Figure 1. Placement by cell class (run 1).
Bar = 20 µm.
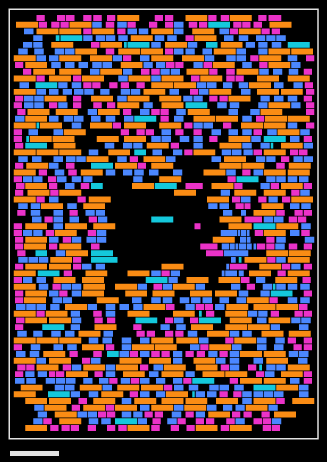
Figure 2. Power grid (run 1).
Pins as bars on the die edge. Tap cells in grey.
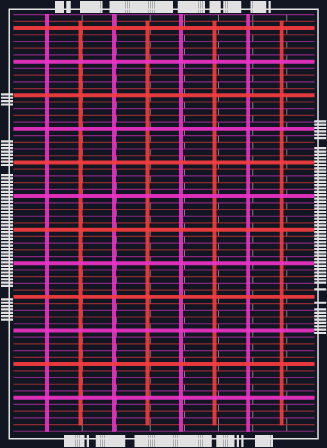
Figure 3. Clock network drawn from the DEF (run 1).
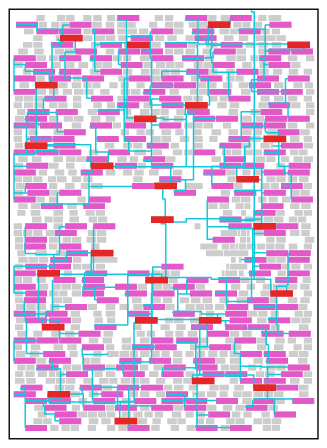
Figure 4. Sequential cells coloured by netlist name (run 1).
Other sequential cells in the stronger grey, the rest of the logic in the fainter grey.
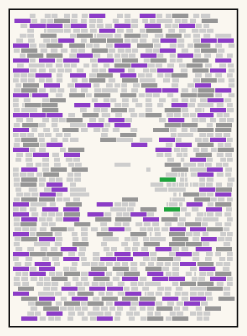
===== src/rtl/shift_rows_pkg.sv =====
// Shared types and helpers for the ShiftRows pipeline stage.
// shift_off() is only ever evaluated at elaboration to build the fixed
// byte routing; it never becomes runtime logic.
package shift_rows_pkg;

    typedef logic [7:0] byte_t;

    localparam int MAX_NB = 8;
    localparam int ROWS   = 4;

    typedef enum logic [1:0] {
        OCC_EMPTY = 2'd0,
        OCC_ONE   = 2'd1,
        OCC_TWO   = 2'd2
    } occ_e;

    // Rijndael row rotation amount: 256-bit blocks use 0,1,3,4.
    function automatic int shift_off(int nb, int row);
        if (nb == 8 && row >= 2) begin
            return row + 1;
        end
        return row;
    endfunction

endpackage


===== src/rtl/shift_rows_perm.sv =====
// Combinational ShiftRows / InvShiftRows byte routing for an NB-column state.
// With SHIFT_ROWS_INV_EN defined an inv input selects the inverse rotation;
// otherwise only the forward routing exists.
module shift_rows_perm
    import shift_rows_pkg::*;
#(
    parameter int NB = 4
) (
    input  logic [ROWS-1:0][NB-1:0][7:0] in_state,
`ifdef SHIFT_ROWS_INV_EN
    input  logic                         inv,
`endif
    output logic [ROWS-1:0][NB-1:0][7:0] out_state
);

    // Pure wiring: each output cell picks a fixed source column per direction.
    for (genvar r = 0; r < ROWS; r++) begin : g_row
        for (genvar c = 0; c < NB; c++) begin : g_col
            localparam int SH  = shift_off(NB, r);
            localparam int FWD = (c + SH) % NB;
`ifdef SHIFT_ROWS_INV_EN
            localparam int INV = (c - SH + NB) % NB;
            assign out_state[r][c] = inv ? in_state[r][INV] : in_state[r][FWD];
`else
            assign out_state[r][c] = in_state[r][FWD];
`endif
        end
    end

endmodule


===== src/rtl/shift_rows_pipe.sv =====
// Registered, valid/ready ShiftRows stage with a two-entry skid (M drives the
// outputs, S absorbs one beat while M is held). Permutation happens before the
// register, so latency is one cycle and throughput is one beat per cycle.
// Optional feature macro: SHIFT_ROWS_INV_EN adds the per-beat in_inv select;
// direction is resolved before storage, so each stored beat already reflects it.
//
// occupancy | meaning
// ----------+---------------------------------------------
// EMPTY     | M and S empty, out_valid=0, in_ready=1
// ONE       | M holds a beat, S empty, in_ready=1
// TWO       | M held with S full, in_ready=0
module shift_rows_pipe
    import shift_rows_pkg::*;
#(
    parameter int NB = 4
) (
    input  logic                         clk,
    input  logic                         rst_n,
    input  logic                         in_valid,
    output logic                         in_ready,
    input  logic [ROWS-1:0][NB-1:0][7:0] in_state,
`ifdef SHIFT_ROWS_INV_EN
    input  logic                         in_inv,
`endif
    output logic                         out_valid,
    input  logic                         out_ready,
    output logic [ROWS-1:0][NB-1:0][7:0] out_state
);

    if (!(NB == 4 || NB == 6 || NB == 8) || NB > MAX_NB) begin : g_bad_nb
        $error("shift_rows_pipe: NB must be 4, 6 or 8");
    end
    if (ROWS != 4) begin : g_bad_rows
        $error("shift_rows_pipe: ROWS must be 4");
    end

    occ_e                        occ;
    byte_t [ROWS-1:0][NB-1:0]    perm_data;
    byte_t [ROWS-1:0][NB-1:0]    m_data;
    byte_t [ROWS-1:0][NB-1:0]    s_data;
    logic                        acc;
    logic                        drn;

    assign acc = in_valid & in_ready;
    assign drn = out_valid & out_ready;

    shift_rows_perm #(.NB(NB)) u_perm (
        .in_state  (in_state),
`ifdef SHIFT_ROWS_INV_EN
        .inv       (in_inv),
`endif
        .out_state (perm_data)
    );

    // Occupancy FSM: data only moves on a handshake, so idle input X never lands in M or S.
    always_ff @(posedge clk or negedge rst_n) begin
        if (!rst_n) begin
            occ       <= OCC_EMPTY;
            m_data    <= '0;
            s_data    <= '0;
            out_valid <= 1'b0;
            in_ready  <= 1'b1;
        end else begin
            case (occ)
                OCC_EMPTY: begin
                    if (acc) begin
                        m_data    <= perm_data;
                        out_valid <= 1'b1;
                        occ       <= OCC_ONE;
                    end
                end
                OCC_ONE: begin
                    if (acc && drn) begin
                        m_data <= perm_data;
                    end else if (acc) begin
                        s_data   <= perm_data;
                        in_ready <= 1'b0;
                        occ      <= OCC_TWO;
                    end else if (drn) begin
                        out_valid <= 1'b0;
                        occ       <= OCC_EMPTY;
                    end
                end
                OCC_TWO: begin
                    if (drn) begin
                        m_data   <= s_data;
                        in_ready <= 1'b1;
                        occ      <= OCC_ONE;
                    end
                end
                default: begin
                    occ       <= OCC_EMPTY;
                    out_valid <= 1'b0;
                    in_ready  <= 1'b1;
                end
            endcase
        end
    end

    assign out_state = m_data;

endmodule


===== config.mk =====
export PLATFORM = sky130hd
export DESIGN_NAME = shift_rows_pipe
export DESIGN_NICKNAME = d
export VERILOG_FILES = /design/src/rtl/shift_rows_pkg.sv /design/src/rtl/shift_rows_perm.sv /design/src/rtl/shift_rows_pipe.sv
export SDC_FILE = /design/constraint.sdc
export NUM_CORES = 1
export LEC_CHECK = 0
export CAP_MARGIN = 25
export CORE_ASPECT_RATIO = 1.4
export CORE_UTILIZATION = 54
export DETAILED_ROUTE_END_ITERATION = 8
export PLACE_DENSITY = 0.85
export SLEW_MARGIN = 10
export SYNTH_ARGS = -nofsm -noshare
export SYNTH_HDL_FRONTEND = slang
export SYNTH_SLANG_ARGS = --single-unit

===== constraint.sdc =====
create_clock -name clk -period 4.6 [get_ports clk]
set_input_delay 0.92 -clock clk [delete_from_list [all_inputs] [get_ports clk]]
set_output_delay 0.92 -clock clk [all_outputs]
set_load 0.01 [all_outputs]

==> impl_metrics.toml, run 1 <==
# synthesis and place-and-route metrics
[synth]
syn_inst = 705
aoi_share_pct = 0.664
yosysCellCount = 705
yosysUniqueCellTypes = 19

[global_route]
grt_overflow_total = 0
antenna_found_initial = 1

[setup_path]
arrival_ps = 1610
cpMaxStageDelayCell = "dfstp_2"
crit_family = "flip-flops"

[placement]
io_buffers = 261

[finish]
lay_top_cells = "384 x mux2_2, 260 x clkdlybuf4s50_1, 259 x dfrtp_1"
logic_gates = 401
logic_area_um2 = 4470
final_area_um2 = 14800

[power_and_ir_drop]
switching_share_pct = 20.3
p_sw_mw = 0.905

[cts]
cts_buffers = 25
post-cts-setup-buffers = 0

[die]
fp.dieW_um = 124

[drt]
num_vias = 6701

[run_status]
outcome = "finished, final reports clean"
Back to the opening pictures, Figure 1:
blue -> remaining logic cells  # cells 403
orange -> sequential cells  # cells 260
cyan -> clock drivers and dummy loads  # cells 41
magenta -> remaining buffers and delay cells  # cells 269
flop share of the area: 43.9%
Post-Route Utilization: 72.0%

Back to the opening pictures, Figure 2:
magenta -> VSS
red -> VDD
signal pins = 262
tap cells = 256
met1 rails = 63
peak supply drop: 0.299 mV
die height: 173 µm

Back to the opening pictures, Figure 3:
magenta -> flip-flops  # count 260
cyan -> clock wires  # length 3,080 µm
red -> clock-net drivers  # count 25
routed clock nets = 26
latest clock arrival within the worst-skew pair: 510 ps
clock group share of total power: 43.6%

Back to the opening pictures, Figure 4:
green -> `occ`  # flops 2
purple -> `out_state`  # flops 128, where all over the die
Power Sequential: 2.29 mW
Reg area: 6510 µm²

## run 1: worst max path at each step
stage | start | endpoint | depth (start not counted)
after global routing | in_ready$_DFFE_PN1P_ | in_ready | 1
after floorplan | out_ready | out_state[0]$_DFFE_PN0P_ | 5
after global placement | out_ready | s_data[21]$_DFFE_PN0P_ | 5
after detailed placement | out_ready | s_data[22]$_DFFE_PN0P_ | 5
after CTS | in_ready$_DFFE_PN1P_ | in_ready | 1
final | in_ready$_DFFE_PN1P_ | in_ready | 1
## run 1: routing by layer
metal  vias up  wire (µm)  track usage [%]
li1       3042          -                -
met1      3412       9180             27.1
met2       184      12600             39.5
met3        63       1100             4.20
met4         0       1080             10.1
met5         -          0                0
## run 1: sequential cells by signal, indices dropped and copies added, names as in the netlist
name       cells
occ            2
in_ready       1
s_data       128
out_valid      1
out_state    128
Figure 5. Routing congestion map (run 1).
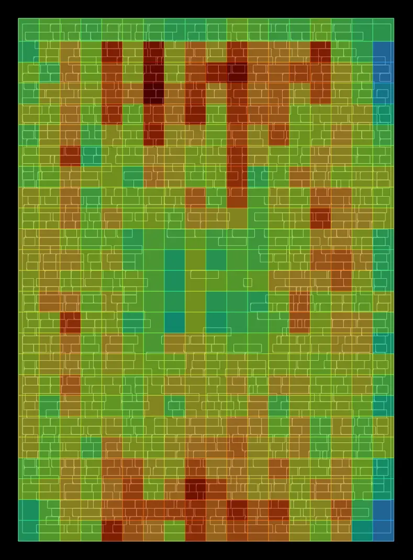

==> run 2, diff against run 1 <==
Settings changed: CORE_UTILIZATION 54 to 50, PLACE_DENSITY 0.85 to 0.8.
Clock period 4.6 ns to 2.5 ns, I/O delays scaled along.
Figure 6. Routing congestion map (run 2).
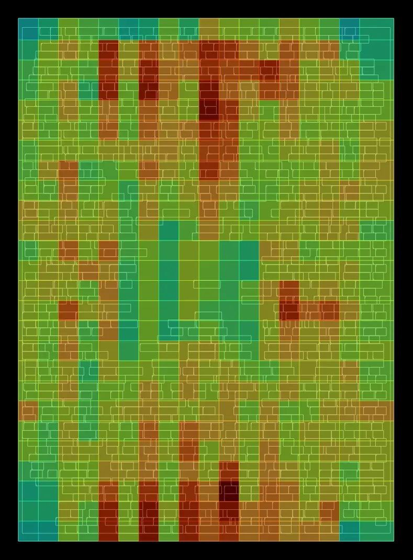
Post-Route Utilization: 68.8%
wire per inst: 18.5 µm
GR Util All Layers: 21.0%
GR peak layer: met2
M3 GR Usage: 4.29%

==> run 2 against run 1 <==
Compared with the run above: cell count is 5.2% higher; critical path depth stayed put; routed wire length hardly changed; synthesized area stayed put; highest routed layer unchanged; total power is 87% higher.
==> impl_metrics.toml, run 2 <==
# synthesis and place-and-route metrics
[run_status]
outcome = "finished, final reports clean"

[setup_path]
path_depth = 1
cpMaxStageDelayCell = "clkdlybuf4s50_1"
rrSetupSlack_ps = 560
arrival_ps = 1620
endpoint = "in_ready"
crit_start = "in_ready$_DFFE_PN1P_"

[global_route]
antenna_found_initial = 5
grt_overflow_total = 0
grtUsageMet2_pct = 36.7
grt.met1_usage_pct = 24.0

[min_path]
hold_path_depth = 1
hold_path.class = "reg2reg"

[synth]
yosysUniqueCellTypes = 19
async_reset_ff_share_pct = 100
netlist.top_cell.by_area = "dfrtp_1"
syn_inst = 705
fp_nets = 837
yosysCellCount = 705

[finish]
n_antenna_cell = 5
logic_area_um2 = 4470
lay_top_cells = "384 x mux2_2, 260 x clkdlybuf4s50_1, 259 x dfrtp_1"
flop_area_um2 = 6510
inverters = 2
nNetsFinal = 1107

[cts]
post-cts-setup-buffers = 0
postCtsHoldBufs = 1
cts-htree-levels = 1
clk_latency_ps = 520

[die]
fp.dieH_um = 180
fp.dieW_um = 129

[drt]
num_vias = 6750
top_layer = "met4"
dr_wl_met2_mm = 12.8

[flow_run]
warning_count = 26

[power_and_ir_drop]
vdd_ir_drop_max_mv = 0.566

[placement]
io_buffers = 261
Figure 7. Placement by cell class (run 2).
Bar = 50 µm.
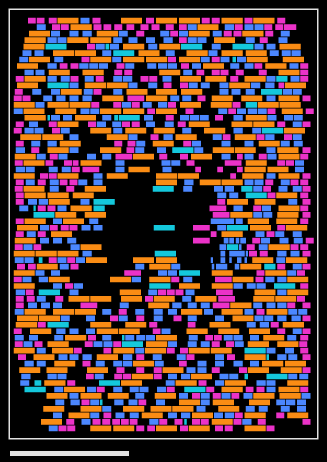
row count: 64
flop share of the area: 43.0%
core area: 22,000 µm²
fin area: 15,100 µm²

## run 2: report_power, final
group / internal, mW / switching, mW
clock network: 2.14 / 1.54
registers: 4.21 / 0
logic: 0.276 / 0.161
## run 2: per-stage QoR
stage          std cells  setup slack, ps  hold slack [ps]  utilization, %
2_1_floorplan        705              782              204               -
3_3_place_gp        1243             95.9              480            65.0
3_5_place_dp        1243             86.9              488            65.0
4_1_cts             1289              352              502            68.7
5_1_grt             1294              311              507            68.8
6_report            1294              381              500            68.8
## run 2: cell families after synthesis
family,count (synthesis),synth area share [%]
multiplexers,384,38.2
flip-flops,260,57.5
buffers and inverters,44,3.12
AND-OR/OR-AND,8,0.664
AND/OR/NAND/NOR,8,0.354
XOR/XNOR,1,0.0775
Figure 8. Clock network drawn from the DEF (run 2).
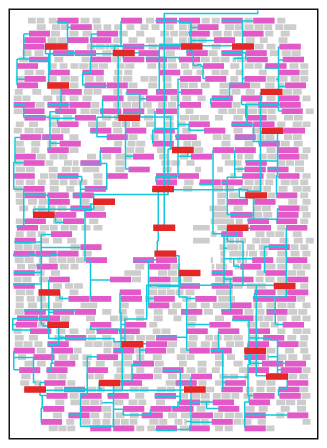

==> run 3, diff against run 2 <==
Settings changed: CORE_UTILIZATION 50 to 45, PLACE_DENSITY 0.8 to 0.76.
Clock period 2.5 ns to 1.9 ns, I/O delays scaled along.
Figure 9. Clock network drawn from the DEF (run 3).
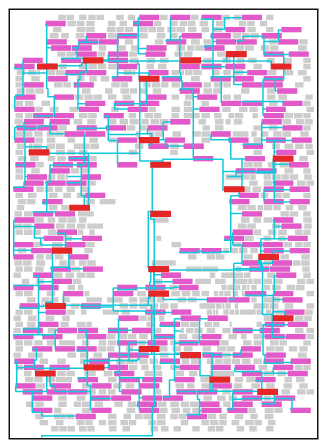
Setup Skew: 10.8 ps
clk pwr: 4.92 mW
clock group share of total power: 44.6%

Figure 10. Power grid (run 3).
Pins as bars on the die edge. Tap cells in grey.
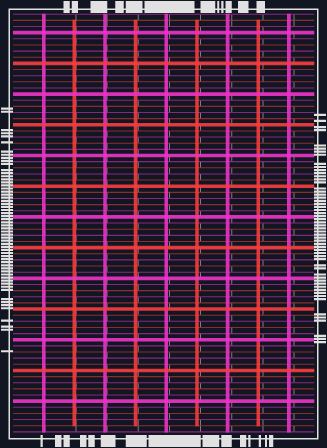
peak supply drop: 0.662 mV
die height: 190 µm
Die X: 136 µm

==> run 3 against run 2 <==
Compared with the run above: sequential power increased by 32%; worst hold slack got worse by 160 ps; routed wire length increased by 3.3%; count of clock-buffer cells in the layout decreased by 5; critical path depth unchanged; critical path type unchanged; largest power group unchanged; highest routed layer unchanged.
==> impl_metrics.toml, run 3 <==
# synthesis and place-and-route metrics
[flow_run]
warning_count = 26

[finish]
lay_top_cells = "384 x mux2_2, 257 x clkdlybuf4s50_1, 257 x dfrtp_1"
final_area_um2 = 15400
logic_gates = 401
logic_area_um2 = 4470
nNetsFinal = 1136
n_antenna_cell = 1

[cts]
cts-htree-levels = 1
clk_latency_ps = 510

[power_and_ir_drop]
powerSeq_mw = 5.54
comb_power_share_pct = 5.2
p_int_mw = 8.80

[placement]
io_buffers = 261

[synth]
syn_inst = 705
netlist.top_cell.by_area = "dfrtp_1"
synthAdderAreaFrac_pct = 0
ys_sh_xor_pct = 0.0775
async_reset_ff_share_pct = 100
yosysCellCount = 705
yosysUniqueCellTypes = 19
logic_family = "multiplexers"
fp_nets = 837
muxShareOfSynthArea_pct = 38.2
ys_sh_simple_pct = 0.354
aoi_share_pct = 0.664

[setup_path]
crit_start = "out_state[115]$_DFFE_PN0P_"
arrival_ps = 1460
path_depth = 1
rrSetupSlack_ps = 100

[global_route]
antenna_found_initial = 1
grt_overflow_total = 0
grt_usage_pct = 19.6

[run_status]
outcome = "finished, final reports clean"

[die]
rows = 68

[drt]
num_vias = 6809
## run 3: cell counts after synthesis
Identical to the previous run, type by type.
## run 3: metal layers
metal  part of all wire, %  GRT usage (%)
met1                    38           22.9
met4                   2.1           6.07
met5                     0              0
met2                    54           35.5
met3                   6.1           4.29
## run 3: stage by stage
stage / hold WS, ps / total power [mW] / worst slack (ps) / instances
after floorplan: 84.4 / 5.77 / 182 / 705
after global placement: 296 / 6.22 / -272 / 1291
after detailed placement: 296 / 6.23 / -302 / 1291
after CTS: 343 / 11.2 / 19.7 / 1334
after global routing: 366 / 11.5 / 6.34 / 1335
final: 344 / 11.0 / 55.1 / 1335
## run 3: timing repair
item	in CTS	in global routing
hold buffers	1	0
resized	3	2
endpoints found under the setup margin	2	91
endpoints found under the hold margin	33	0
Power and IR drop assume default switching activity.
